==> src/rtl/ssit_pkg.sv <==
// Shared store-set definitions: table geometry, SSID type and the PC index hash.
// The LFST and load/store queue reuse SSID_W and ssid_t from here.
package ssit_pkg;

    localparam int IDX_W   = 10;
    localparam int SSID_W  = 7;
    localparam int PC_W    = 64;
    localparam int N_SLOTS = 4;

    typedef logic [SSID_W-1:0] ssid_t;
    typedef logic [IDX_W-1:0]  idx_t;

    // Only PC bits [2*IDX_W+1:2] take part; [1:0] are always zero for 4-byte instructions.
    function automatic idx_t ssit_idx(input logic [2*IDX_W+1:2] pc_bits);
        return pc_bits[IDX_W+1:2] ^ pc_bits[2*IDX_W+1:IDX_W+2];
    endfunction

endpackage

==> src/rtl/ssit_viol_update.sv <==
// Store-set assignment/merge decision for one load/store violation pair (combinational).
module ssit_viol_update
    import ssit_pkg::*;
(
    input  logic  l_vld,
    input  logic  s_vld,
    input  ssid_t l_ssid,
    input  ssid_t s_ssid,
    input  ssid_t alloc_cnt,
    output logic  l_we,
    output logic  s_we,
    output ssid_t l_wdata,
    output ssid_t s_wdata,
    output logic  alloc_inc
);

    ssid_t min_ssid;

    assign min_ssid = (l_ssid < s_ssid) ? l_ssid : s_ssid;

    // When load and store alias to one entry, both write ports carry identical data.
    always_comb begin
        l_we      = 1'b0;
        s_we      = 1'b0;
        l_wdata   = l_ssid;
        s_wdata   = s_ssid;
        alloc_inc = 1'b0;
        case ({l_vld, s_vld})
            2'b00: begin
                l_we      = 1'b1;
                s_we      = 1'b1;
                l_wdata   = alloc_cnt;
                s_wdata   = alloc_cnt;
                alloc_inc = 1'b1;
            end
            2'b10: begin
                s_we    = 1'b1;
                s_wdata = l_ssid;
            end
            2'b01: begin
                l_we    = 1'b1;
                l_wdata = s_ssid;
            end
            default: begin
                if (l_ssid != s_ssid) begin
                    l_we    = 1'b1;
                    s_we    = 1'b1;
                    l_wdata = min_ssid;
                    s_wdata = min_ssid;
                end
            end
        endcase
    end

endmodule

==> config.mk <==
export PLATFORM = sky130hd
export DESIGN_NAME = ssit_viol_update
export DESIGN_NICKNAME = d
export VERILOG_FILES = /design/src/rtl/ssit_pkg.sv /design/src/rtl/ssit_viol_update.sv
export SDC_FILE = /design/constraint.sdc
export NUM_CORES = 1
export LEC_CHECK = 0
export CAP_MARGIN = 25
export CORE_MARGIN = 10
export CORE_UTILIZATION = 32
export DETAILED_ROUTE_END_ITERATION = 8
export PLACE_DENSITY = 0.76
export RECOVER_POWER = 100
export SYNTH_ARGS = -nofsm -noshare
export SYNTH_HDL_FRONTEND = slang
export SYNTH_SLANG_ARGS = --single-unit
==> constraint.sdc <==
create_clock -name vclk -period 4.88
set_clock_uncertainty 0.2 [all_clocks]
set_input_delay 0.732 -clock vclk [all_inputs]
set_output_delay 0.732 -clock vclk [all_outputs]
set_load 0.01 [all_outputs]
Fig. 1: metal 2
Scale bar: 20 µm.
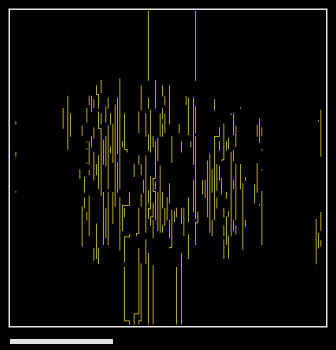
wire length on this layer = 892 µm
nets with wire on the layer = 134
share of all routed wire = 41%
main direction = vertical

Fig. 2: logic cells by family
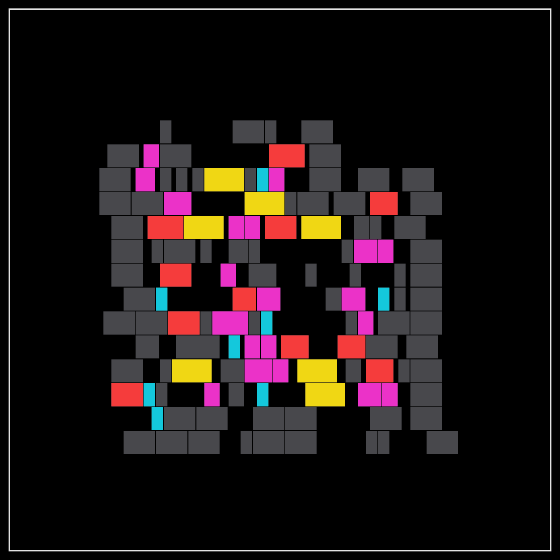
magenta -> aoi and oai cells  # cells 20, most used o21ai_0, where center
red -> non-inverting ao/oa cells  # cells 11, where center
cyan -> nor cells  # cells 8, most used nor2_1, where center
yellow -> fa/ha/maj cells  # cells 7, most used ha_1

==> flow_summary.json <==
{
  "layout.buffer.nonclock.area_share": 0.422,
  "num_vias": 782,
  "crit_start": "s_ssid[6]",
  "worst_setup_path_end_kind": "output pin",
  "layout.non_clock_inverters": 11,
  "final_layout_top_logic_cell": "sky130_fd_sc_hd__clkdlybuf4s50_1",
  "timing_worst_slew_pin_value_ps": 714,
  "min_path_cells": 4,
  "routed_length_on_met1_um": 961,
  "internal_power_uw": 60.5,
  "power.sequential.fraction": 0,
  "log.warning_count": 33,
  "layout.sequential_cells": 0,
  "stages_on_the_worst_setup_path": 8,
  "synthAoiAreaFrac": 0.418,
  "hold_path.class": "input pin to output pin",
  "top_power_group": "combinational cells",
  "syn_to_final_growth_pct": 75.5,
  "tapCellCount": 16,
  "die_y_um": 61.5,
  "fin_crit_ps": 4380,
  "syn_area_um2": 551,
  "yosysTopAreaCell": "sky130_fd_sc_hd__ha_1",
  "yosys.area_share.adder": 0.159,
  "ys_seq_share": 0,
  "rsz0062_at_grt": "no",
  "num-nets-final": 156,
  "clock_net_power_uw": 0,
  "antenna_found_initial": 0,
  "layout.clock_buffers": 0,
  "std_cell_rows": 14,
  "finalClockPeriodUsage": 0.897,
  "grt_first_pass_wirelength_um": 3530,
  "cpPeakStageDelay_ps": 660,
  "postLayoutCoreUtil": 0.620,
  "critical_path_launch_point_type": "input pin",
  "mux_share": 0.0727,
  "fill_cells": 163,
  "drive_above_1_share": 0.0726,
  "worst_path_dominant_cell_family": "buffers and inverters",
  "met1_capacity_usage_during_global_routing": 0.131,
  "synthesis.area_per_instance_um2": 6.40,
  "yosys_warnings": 0,
  "power_consumed_by_combinational_cells_uw": 111,
  "insertedDiodeCount": 0,
  "final-comb-area_um2": 497,
  "status": "finished, final reports clean",
  "first_global_vias": 805,
  "number_of_buffers_inserted_by_hold_repair_at_cts": 0,
  "cts_resized": 0,
  "share_clk_of_total_power": 0,
  "power.density_cell_area_nw_per_um2": 115,
  "leakage_nw": 0.435,
  "design.portCount": 40,
  "synth.lib_cells_used.distinct": 26,
  "critical_path.n_buffers_inverters": 3,
  "critical_path_class": "input pin to output pin",
  "dieWidth_um": 61.5,
  "setup_tns_ps": 0,
  "layout.area.seq_um2": 0,
  "capturing_element_of_the_worst_setup_path": "l_wdata[1]",
  "total_placed_cells_including_tap_cells": 140,
  "core_util_floorplan": 0.353,
  "seq_share": 0,
  "detailed_place_hpwl_um": 1830,
  "die-area_um2": 3780,
  "cell_by_cell_listing_of_the_critical_path": "clkdlybuf4s50_1, inv_1, ha_1, a21oi_1, o21ai_0, o311ai_0, o211ai_1, dlygate4sd3_1",
  "topCombFamilyByArea": "AND-OR/OR-AND gates",
  "final-instance-count-excl-fill": 140,
  "final.setup.worst_slack_ps": 503,
  "synth.yosys.num_cells": 86,
  "multi_input_gates": 72,
  "hold_viol": 0,
  "final.hold.worst_slack_ps": 2350,
  "grt_max_degree": 17,
  "ys_sh_simple": 0.252,
  "synth.cells.most_frequent": "14 x sky130_fd_sc_hd__nand2_1, 11 x sky130_fd_sc_hd__inv_1, 8 x sky130_fd_sc_hd__nor2_1, 7 x sky130_fd_sc_hd__ha_1, 7 x sky130_fd_sc_hd__o21ai_0",
  "drcViolationCount": 0,
  "floorplan_nets": 116
}
Fig. 3: routing congestion map
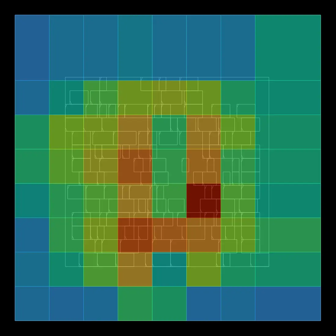
layer carrying the most global-route usage: met2
met2 global-route usage: 0.194
met3 Track Usage GR: 0.0473

Fig. 4: wires at chosen ports, followed through buffers
Scale bar: 20 µm.
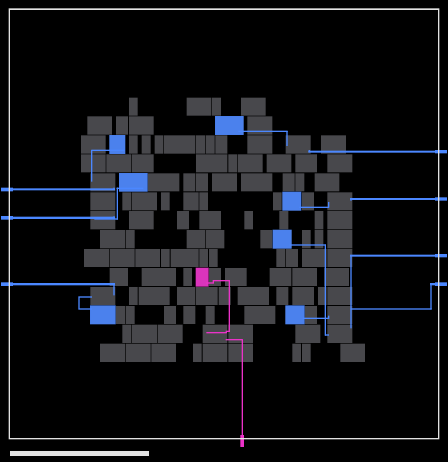
blue -> l_wdata  # bits 7, direction output, edge 4 right, 3 left, end cells 7, buffers 7, wire 176 µm
magenta -> s_we  # bits 1, direction output, edge bottom, end cells 1, buffers 1, wire 30.3 µm

